Figure 1. M1 wires (run 1).
Bar = 20 um. Supply wires on this layer in grey.
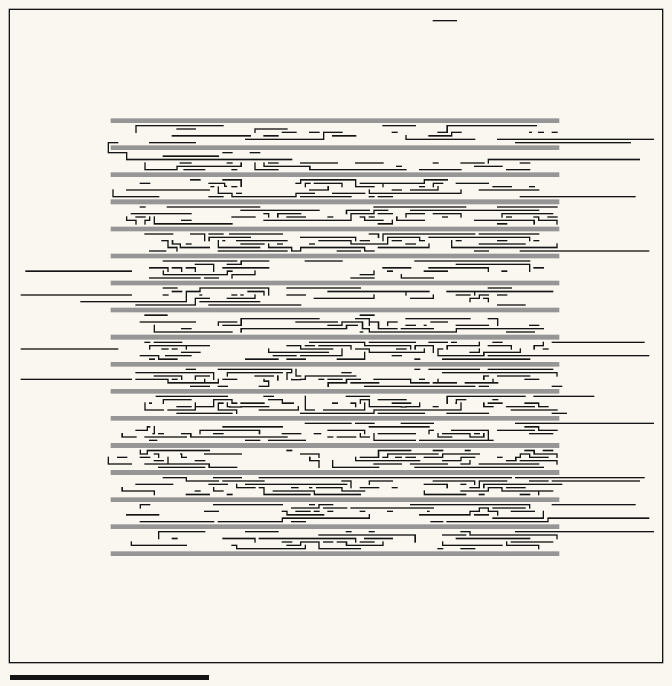
Figure 2. M2 wires (run 1).
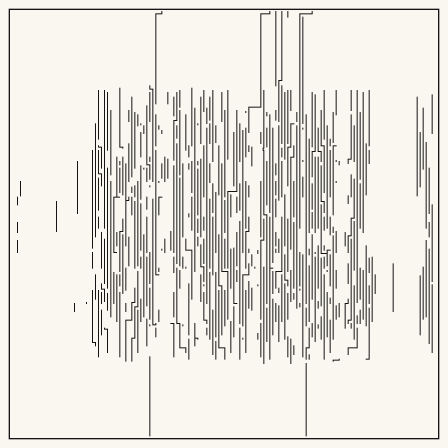
Figure 3. M3 wires (run 1).
Bar = 20 um. Cells faint in the background.
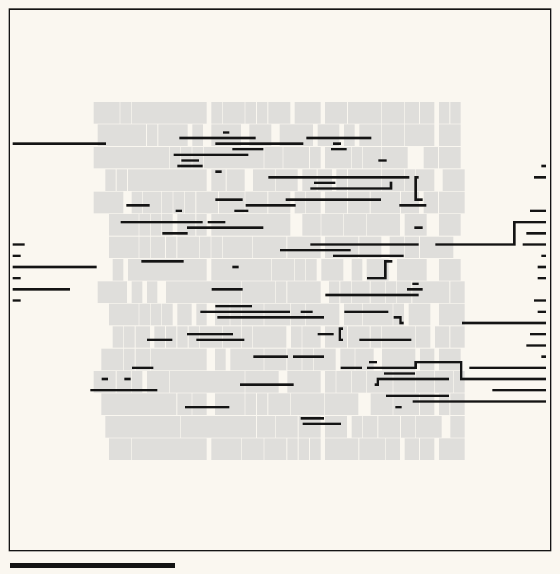
`src/rtl/mc_ctrl_pkg.sv`:
```
// mc_ctrl_pkg: opcodes, state codes, mux select codes and the control-word
// type shared by the multi-cycle MIPS controller and its output decoder.
package mc_ctrl_pkg;

   // Instruction opcodes (IR[31:26])
   localparam logic [5:0] OP_RTYPE = 6'h00;
   localparam logic [5:0] OP_J     = 6'h02;
   localparam logic [5:0] OP_JAL   = 6'h03;
   localparam logic [5:0] OP_BEQ   = 6'h04;
   localparam logic [5:0] OP_ADDI  = 6'h08;
   localparam logic [5:0] OP_ORI   = 6'h0D;
   localparam logic [5:0] OP_LW    = 6'h23;
   localparam logic [5:0] OP_SW    = 6'h2B;

   // State codes, visible on the debug port
   localparam logic [3:0] ST_FETCH    = 4'd0;
   localparam logic [3:0] ST_DECODE   = 4'd1;
   localparam logic [3:0] ST_MEM_ADDR = 4'd2;
   localparam logic [3:0] ST_MEM_RD   = 4'd3;
   localparam logic [3:0] ST_MEM_WB   = 4'd4;
   localparam logic [3:0] ST_MEM_WR   = 4'd5;
   localparam logic [3:0] ST_R_EXEC   = 4'd6;
   localparam logic [3:0] ST_R_WB     = 4'd7;
   localparam logic [3:0] ST_BRANCH   = 4'd8;
   localparam logic [3:0] ST_I_EXEC   = 4'd9;
   localparam logic [3:0] ST_I_WB     = 4'd10;
   localparam logic [3:0] ST_JUMP     = 4'd11;
   localparam logic [3:0] ST_TRAP     = 4'd12;

   // Datapath mux select codes
   localparam logic [1:0] REG_DST_RT        = 2'd0;
   localparam logic [1:0] REG_DST_RD        = 2'd1;
   localparam logic [1:0] REG_DST_RA        = 2'd2;
   localparam logic [1:0] MEM_TO_REG_ALUOUT = 2'd0;
   localparam logic [1:0] MEM_TO_REG_MDR    = 2'd1;
   localparam logic [1:0] MEM_TO_REG_PC     = 2'd2;
   localparam logic [1:0] ALU_B_RT          = 2'd0;
   localparam logic [1:0] ALU_B_FOUR        = 2'd1;
   localparam logic [1:0] ALU_B_IMM         = 2'd2;
   localparam logic [1:0] ALU_B_IMM_SH2     = 2'd3;
   localparam logic [1:0] PC_SRC_ALU        = 2'd0;
   localparam logic [1:0] PC_SRC_ALUOUT     = 2'd1;
   localparam logic [1:0] PC_SRC_JUMP       = 2'd2;
   localparam logic [1:0] ALU_OP_ADD        = 2'd0;
   localparam logic [1:0] ALU_OP_SUB        = 2'd1;
   localparam logic [1:0] ALU_OP_FUNC       = 2'd2;
   localparam logic [1:0] ALU_OP_OR         = 2'd3;

   // Every datapath control line except the trap flag and debug state
   typedef struct packed {
      logic       pc_write;
      logic       pc_write_cond;
      logic [1:0] pc_src;
      logic       iord;
      logic       mem_read;
      logic       mem_write;
      logic       ir_write;
      logic [1:0] reg_dst;
      logic [1:0] mem_to_reg;
      logic       reg_write;
      logic       alu_src_a;
      logic [1:0] alu_src_b;
      logic [1:0] alu_op;
      logic       imm_ext_mode;
      logic       instr_done;
   } ctrl_t;

endpackage

```
`src/rtl/mc_out_decode.sv`:
```
// mc_out_decode: Moore output decode for the multi-cycle controller.
// Control lines come from the state alone, except the FETCH load enables and
// the MEM_WR retire pulse, which wait for the memory ack. While reset is held
// (active_i low) every line is forced to 0.
module mc_out_decode
   import mc_ctrl_pkg::*;
(
   input  logic       active_i,
   input  logic [3:0] state_i,
   input  logic [5:0] opcode_i,
   input  logic       mem_ready_i,
   output ctrl_t      ctrl_o
);

   // Decode the current state (plus latched opcode / ack) into control lines
   always_comb begin
      // NOTE: clearing the whole word first keeps this block free of inferred latches.
      ctrl_o = '0;
      if (active_i) begin
         case (state_i)
            ST_FETCH: begin
               ctrl_o.mem_read  = 1'b1;
               ctrl_o.alu_src_b = ALU_B_FOUR;
               ctrl_o.alu_op    = ALU_OP_ADD;
               ctrl_o.pc_src    = PC_SRC_ALU;
               ctrl_o.ir_write  = mem_ready_i;
               ctrl_o.pc_write  = mem_ready_i;
            end
            ST_DECODE: begin
               ctrl_o.alu_src_b    = ALU_B_IMM_SH2;
               ctrl_o.imm_ext_mode = 1'b1;
            end
            ST_MEM_ADDR: begin
               ctrl_o.alu_src_a    = 1'b1;
               ctrl_o.alu_src_b    = ALU_B_IMM;
               ctrl_o.imm_ext_mode = 1'b1;
            end
            ST_MEM_RD: begin
               ctrl_o.mem_read = 1'b1;
               ctrl_o.iord     = 1'b1;
            end
            ST_MEM_WB: begin
               ctrl_o.reg_write  = 1'b1;
               ctrl_o.reg_dst    = REG_DST_RT;
               ctrl_o.mem_to_reg = MEM_TO_REG_MDR;
               ctrl_o.instr_done = 1'b1;
            end
            ST_MEM_WR: begin
               ctrl_o.mem_write  = 1'b1;
               ctrl_o.iord       = 1'b1;
               ctrl_o.instr_done = mem_ready_i;
            end
            ST_R_EXEC: begin
               ctrl_o.alu_src_a = 1'b1;
               ctrl_o.alu_src_b = ALU_B_RT;
               ctrl_o.alu_op    = ALU_OP_FUNC;
            end
            ST_R_WB: begin
               ctrl_o.reg_write  = 1'b1;
               ctrl_o.reg_dst    = REG_DST_RD;
               ctrl_o.mem_to_reg = MEM_TO_REG_ALUOUT;
               ctrl_o.instr_done = 1'b1;
            end
            ST_BRANCH: begin
               ctrl_o.alu_src_a     = 1'b1;
               ctrl_o.alu_op        = ALU_OP_SUB;
               ctrl_o.pc_write_cond = 1'b1;
               ctrl_o.pc_src        = PC_SRC_ALUOUT;
               ctrl_o.instr_done    = 1'b1;
            end
            ST_I_EXEC, ST_I_WB: begin
               // ori zero-extends and ORs; addi sign-extends and adds
               ctrl_o.alu_op       = (opcode_i == OP_ORI) ? ALU_OP_OR : ALU_OP_ADD;
               ctrl_o.imm_ext_mode = (opcode_i != OP_ORI);
               if (state_i == ST_I_EXEC) begin
                  ctrl_o.alu_src_a = 1'b1;
                  ctrl_o.alu_src_b = ALU_B_IMM;
               end else begin
                  ctrl_o.reg_write  = 1'b1;
                  ctrl_o.reg_dst    = REG_DST_RT;
                  ctrl_o.instr_done = 1'b1;
               end
            end
            ST_JUMP: begin
               ctrl_o.pc_write   = 1'b1;
               ctrl_o.pc_src     = PC_SRC_JUMP;
               ctrl_o.instr_done = 1'b1;
               if (opcode_i == OP_JAL) begin
                  ctrl_o.reg_write  = 1'b1;
                  ctrl_o.reg_dst    = REG_DST_RA;
                  ctrl_o.mem_to_reg = MEM_TO_REG_PC;
               end
            end
            default: ;  // TRAP and unused codes drive nothing
         endcase
      end
   end

endmodule

```
`src/rtl/multi_cycle_ctrl.sv`:
```
// multi_cycle_ctrl: Moore FSM sequencing a multi-cycle MIPS datapath
// (fetch, decode, execute, memory, writeback) over one shared memory with a
// ready handshake. Holds the state register, opcode latch, memory wait counter
// and sticky trap flag; output decode lives in mc_out_decode.
// Optional feature: define MULTI_CYCLE_CTRL_JUMP_EN to execute j/jal through
// the JUMP state; without it opcodes 02/03 trap like any illegal opcode.
module multi_cycle_ctrl
   import mc_ctrl_pkg::*;
#(
   parameter int unsigned TIMEOUT_CYCLES = 0,  // 0 disables the memory timeout
   parameter int unsigned CNT_W          = 8
) (
   input  logic       clk,
   input  logic       rst_n,
   input  logic [5:0] opcode,
   input  logic       zero,
   input  logic       mem_ready,
   output logic       pc_write,
   output logic       pc_write_cond,
   output logic [1:0] pc_src,
   output logic       iord,
   output logic       mem_read,
   output logic       mem_write,
   output logic       ir_write,
   output logic [1:0] reg_dst,
   output logic [1:0] mem_to_reg,
   output logic       reg_write,
   output logic       alu_src_a,
   output logic [1:0] alu_src_b,
   output logic [1:0] alu_op,
   output logic       imm_ext_mode,
   output logic       instr_done,
   output logic       trap,
   output logic [3:0] state
);

`ifdef MULTI_CYCLE_CTRL_JUMP_EN
   localparam bit JUMP_EN = 1'b1;
`else
   localparam bit JUMP_EN = 1'b0;
`endif

   logic [3:0]       state_q, state_d;
   logic [5:0]       opcode_q, opcode_d;
   logic [CNT_W-1:0] cnt_q, cnt_d;
   logic             trap_q, trap_d;
   logic             timeout_hit;
   logic             jump_op;
   ctrl_t            ctrl;

   // The branch decision is made in the datapath by gating pc_write_cond with zero
   logic unused_zero;
   assign unused_zero = zero;

   // This wait cycle is the last one allowed before the access is abandoned
   assign timeout_hit = (TIMEOUT_CYCLES != 0) && (cnt_q == CNT_W'(TIMEOUT_CYCLES - 1));
   assign jump_op     = (opcode == OP_J) || (opcode == OP_JAL);

   // Next state, opcode latch, wait counter and sticky trap
   always_comb begin
      state_d  = state_q;
      opcode_d = opcode_q;
      cnt_d    = '0;  // any exit from a wait state leaves the counter cleared
      case (state_q)
         ST_FETCH, ST_MEM_RD, ST_MEM_WR: begin
            if (mem_ready) begin
               if (state_q == ST_FETCH)       state_d = ST_DECODE;
               else if (state_q == ST_MEM_RD) state_d = ST_MEM_WB;
               else                           state_d = ST_FETCH;
            end else if (timeout_hit) begin
               state_d = ST_TRAP;
            end else begin
               cnt_d = cnt_q + CNT_W'(1);
            end
         end
         ST_DECODE: begin
            opcode_d = opcode;
            case (opcode)
               OP_RTYPE:        state_d = ST_R_EXEC;
               OP_LW, OP_SW:    state_d = ST_MEM_ADDR;
               OP_BEQ:          state_d = ST_BRANCH;
               OP_ADDI, OP_ORI: state_d = ST_I_EXEC;
               default:         state_d = (JUMP_EN && jump_op) ? ST_JUMP : ST_TRAP;
            endcase
         end
         ST_MEM_ADDR: state_d = (opcode_q == OP_LW) ? ST_MEM_RD : ST_MEM_WR;
         ST_R_EXEC:   state_d = ST_R_WB;
         ST_I_EXEC:   state_d = ST_I_WB;
         ST_MEM_WB, ST_R_WB, ST_BRANCH, ST_I_WB, ST_JUMP: state_d = ST_FETCH;
         default:     state_d = ST_TRAP;  // TRAP is absorbing; stray codes fall into it
      endcase
      trap_d = trap_q | (state_d == ST_TRAP);
   end

   // State and bookkeeping registers
   always_ff @(posedge clk or negedge rst_n) begin
      if (!rst_n) begin
         state_q  <= ST_FETCH;
         opcode_q <= '0;
         cnt_q    <= '0;
         trap_q   <= 1'b0;
      end else begin
         // NOTE: non-blocking assignments so every register samples pre-edge values.
         state_q  <= state_d;
         opcode_q <= opcode_d;
         cnt_q    <= cnt_d;
         trap_q   <= trap_d;
      end
   end

   mc_out_decode u_out_decode (
      .active_i    (rst_n),
      .state_i     (state_q),
      .opcode_i    (opcode_q),
      .mem_ready_i (mem_ready),
      .ctrl_o      (ctrl)
   );

   assign pc_write      = ctrl.pc_write;
   assign pc_write_cond = ctrl.pc_write_cond;
   assign pc_src        = ctrl.pc_src;
   assign iord          = ctrl.iord;
   assign mem_read      = ctrl.mem_read;
   assign mem_write     = ctrl.mem_write;
   assign ir_write      = ctrl.ir_write;
   assign reg_dst       = ctrl.reg_dst;
   assign mem_to_reg    = ctrl.mem_to_reg;
   assign reg_write     = ctrl.reg_write;
   assign alu_src_a     = ctrl.alu_src_a;
   assign alu_src_b     = ctrl.alu_src_b;
   assign alu_op        = ctrl.alu_op;
   assign imm_ext_mode  = ctrl.imm_ext_mode;
   assign instr_done    = ctrl.instr_done;
   assign trap          = trap_q;
   assign state         = state_q;

endmodule

```
`config.mk`:
```
export PLATFORM = sky130hd
export DESIGN_NAME = multi_cycle_ctrl
export DESIGN_NICKNAME = d
export VERILOG_FILES = /design/src/rtl/mc_ctrl_pkg.sv /design/src/rtl/mc_out_decode.sv /design/src/rtl/multi_cycle_ctrl.sv
export SDC_FILE = /design/constraint.sdc
export NUM_CORES = 1
export LEC_CHECK = 0
export ABC_AREA = 1
export CAP_MARGIN = 0
export CORE_MARGIN = 10
export CORE_UTILIZATION = 43
export DETAILED_ROUTE_END_ITERATION = 10
export PLACE_DENSITY_LB_ADDON = 0.2
export SLEW_MARGIN = 30
export SYNTH_ARGS = -nofsm -noshare
export SYNTH_HDL_FRONTEND = slang
export SYNTH_SLANG_ARGS = --single-unit
export TNS_END_PERCENT = 100
```
`constraint.sdc`:
```
create_clock -name clk -period 1.6 [get_ports clk]
set_clock_uncertainty 0.05 [all_clocks]
set_input_delay 0.24 -clock clk [delete_from_list [all_inputs] [get_ports clk]]
set_output_delay 0.24 -clock clk [all_outputs]
set_load 0.01 [all_outputs]
```
==> run summary, run 1 <==
outcome = complete, but fails checks
failing checks = negative setup slack
highest metal used = met4
TritonCTS clock tree = yes
max reg flops = 6
worst vdd ir = 0.7363 mV
global routing usage on met3 = 4.407%
CP endpoint = instr_done
antenna viol nets, final = 0
Flops = 11
Hold WS = 224.7 ps
Final setup viols = 24
most used logic cell in the final layout = buf_4
Post-Syn Area = 890.9 um^2
HP Class = in -> async
Final #Nets = 248
Psw = 0.1470 mW
simple share = 44.38%
Reg clk slew, reported paths = 80 ps
Synthesized registers = 11
flip-flops with a built-in enable = 0
Least-Margin Pin Slew = 309.8 ps
met3 wire len = 431 um
Cell Int Power = 0.4097 mW
Worst R2R End = trap
clock network area share = 1.449%
RSZ-0062 raised after global routing = true
Worst setup SP type = register
post-cts resize count = 122
Synth Seq Share = 30.90%
tap cell count = 27
dpl cell area = 1516 um^2
WL final = 5139 um
Critical Path Max Stage Delay = 470 ps
Syn Area/Cell = 6.019 um^2
combinational share of cell area = 39.41%
Final WS setup = -329.7 ps
Placement Rows = 16
clkbuf count = 4
CTS Root Cell = clkbuf_4
input/output buffers = 33
Synth Flop Type = dfrtp_1
pre-CTS WS = -477.4 ps
# placed instances = 242
Synth top area share = 30.90%
R2R depth = 12
fillers = 78
DRC viols = 0
overflow left after global routing = 0
Sequential Area = 279.0 um^2
Largest Pwr Group = registers
sequential power = 0.278 mW
Req. time, crit path = 1310 ps
count of cell types in the netlist = 23
M1 WL = 1906 um
Leak Pwr = 0.9540 nW
via count = 1501
Multi-input comb cells = 109
Crit Reg-Reg Startpoint = state[2]
most common cell in the netlist = nand2_1
Detailed Route Iter0 Violations = 174
Tool Warnings = 29
drt first pass iters = 4
-- Figure 1 (at the start) --
share of all routed wire: 37%
main direction: horizontal
wire length on this layer: 1910 um

-- Figure 2 (at the start) --
longest straight run: 32.8 um
nets with wire on the layer: 226

-- Figure 3 (at the start) --
nets with wire on the layer: 71
wire length on this layer: 431 um
longest straight run: 16.8 um
main direction: horizontal

Figure 4. Clock nets (run 1).
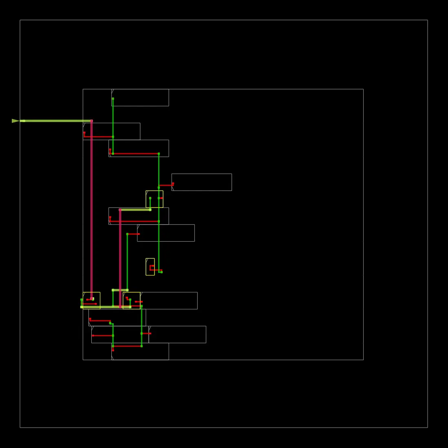

## Run 2: what changed since run 1
--- a/config.mk
+++ b/config.mk
@@ -7,7 +7,6 @@
 export LEC_CHECK = 0
 export ABC_AREA = 1
 export CAP_MARGIN = 0
-export CORE_MARGIN = 10
 export CORE_UTILIZATION = 43
 export DETAILED_ROUTE_END_ITERATION = 10
 export PLACE_DENSITY_LB_ADDON = 0.2
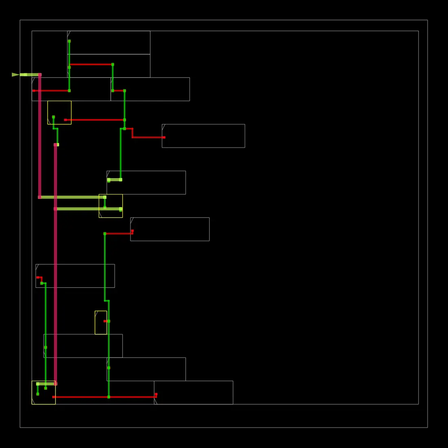
Figure 5: run 2, clock nets.
CTS Buf Count: 3
Sink Count: 11
clk ins delay skew pair: 280 ps
power in the clock group: 0.198 mW
Flops: 11

==> run summary, run 2 <==
global routing usage on met3 = 4.906% (+0.50 points)
routability cong. = 0.8949
clock network area share = 1.438% (-0.011 points)
Seq pwr share = 49.4%
R2R depth = 11 (-1)
yosys warns = 0
TritonCTS clock tree = yes
Leak Pwr = 0.9641 nW (+1.0%)
input/output buffers = 33 (unchanged)
tap cell count = 27 (unchanged)
gr usage total = 33.78%
Top reg by flops = opcode_q
wire per inst = 20.60 um
sequential power = 0.278 mW (about the same)
P&R area growth vs syn = 105.1%
Core Area = 1962 um^2
Hold WS = 311.4 ps (+86.70 ps)
Logic power comb = 0.0861 mW
Synth Seq Share = 30.90% (unchanged)
DRC viols = 0 (unchanged)
Req. time, crit path = 1310 ps (about the same)
Slew headroom = 83.98%
flip-flops with a built-in enable = 0 (unchanged)
Synth Area in Compound Gates = 12.78%
Final WS setup = -375.1 ps (-45.40 ps)
worst setup path startpoint = state[0]
Least-Margin Pin Slew = 239.4 ps (-70.43 ps)
area of all placed cells without fillers = 1827 um^2
WL final = 5293 um (+3.0%)
clock power share = 35.3%
Syn Inst Count = 148
Final #Nets = 241 (-2.8%)
FP Util = 45.41%
post-cts resize count = 126 (+3.3%)
Detailed Route Iter0 Violations = 103 (-41%)
CTS max path bufs = 2
most used logic cell in the final layout = buf_4
highest-count cells in the layout ignoring fill and taps = buf_4 (36), nand2_1 (24), buf_2 (19), nor2_1 (17), inv_1 (14)
simple share = 44.38% (unchanged)
crit path buf inv count = 2
antenna viol nets, final = 0 (unchanged)
Largest Pwr Group = registers
Data buffer area share = 35.00%
Adder Share, Synth = 0%
dominant kind of combinational cell = simple AND/OR/NAND/NOR gates
highest metal used = met4
share of layout cells above drive strength 1 = 55.65%
Worst setup EP type = output pin
commonest cells in the netlist = nand2_1 (37), nor2_1 (25), inv_1 (23)
post-layout util = 93.11%
fin cells = 257
pre-CTS WS = -520.3 ps (-42.92 ps)
wire length of the first global-routing pass = 5161 um
Synth Flop Type = dfrtp_1
CTS Root Cell = clkbuf_4
max reg flops = 6 (unchanged)
fillers = 80 (+2.6%)
Final min period = 1975 ps
vias in the first global route = 1178
Tool Warnings = 29 (unchanged)
biggest area cells = dfrtp_1 (31%), nand2_1 (16%), nor2_1 (11%)
Post-Syn Area = 890.9 um^2 (unchanged)
Cell Int Power = 0.4094 mW (about the same)
kind of cell adding the most delay to the critical path = simple AND/OR/NAND/NOR gates
met1 usage = 36.89%
failing checks = negative setup slack
Crit-path slowest cell = dfrtp_2
count of cell types in the netlist = 23 (unchanged)
met3 wire len = 649 um (+51%)
combinational share of cell area = 40.68% (+1.3 points)
I/O pin total = 35
Critical Path Max Stage Delay = 500 ps (+30 ps)
most common cell in the netlist = nand2_1
# Cells Yosys = 148
area of the multi-input gates = 743.2 um^2
CP endpoint = reg_write
post-synthesis async set-or-reset flop share = 100.0%
H-Tree Depth = 1
post-layout total power = 0.5620 mW
Crit Reg-Reg Startpoint = state[2]
Placement Rows = 16 (unchanged)
flop share of the area = 15.27%
r2r setup slk = -60 ps
HP Class = in -> async
Sequential Area = 279.0 um^2 (unchanged)
RSZ-0062 raised after global routing = true
Psw = 0.1526 mW (+3.8%)
Setup Fix Bufs, Post-CTS = 9
clkbuf count = 4 (unchanged)
Die X = 47.52 um
Final setup viols = 22 (-8.3%)
drt first pass iters = 6 (+2)
Worst R2R End = trap
Synth top area share = 30.90% (unchanged)
overflow left after global routing = 0 (unchanged)
outcome = complete, but fails checks
largest net degree at the start of global routing = 16
max-cap viol count = 0
final-report hold violation count = 0
dpl cell area = 1531 um^2 (+0.99%)
Syn Area/Cell = 6.019 um^2 (unchanged)
Worst setup SP type = register
# placed instances = 244 (+0.83%)
Multi-input comb cells = 109 (unchanged)
worst vdd ir = 0.5314 mV (-28%)
period utilization = 123.4%
CP Class = reg -> out
Comb pwr share = 15.3%
path length in cells of the critical path = 7
via count = 1569 (+4.5%)
Floorplan Nets = 158
Synthesized registers = 11 (unchanged)
PD cells = 307.7 nW/um^2
M1 WL = 1796 um (-5.8%)
Reg clk slew, reported paths = 70 ps (about the same)
No activity file was given, so power comes from the tool's default toggle rates.
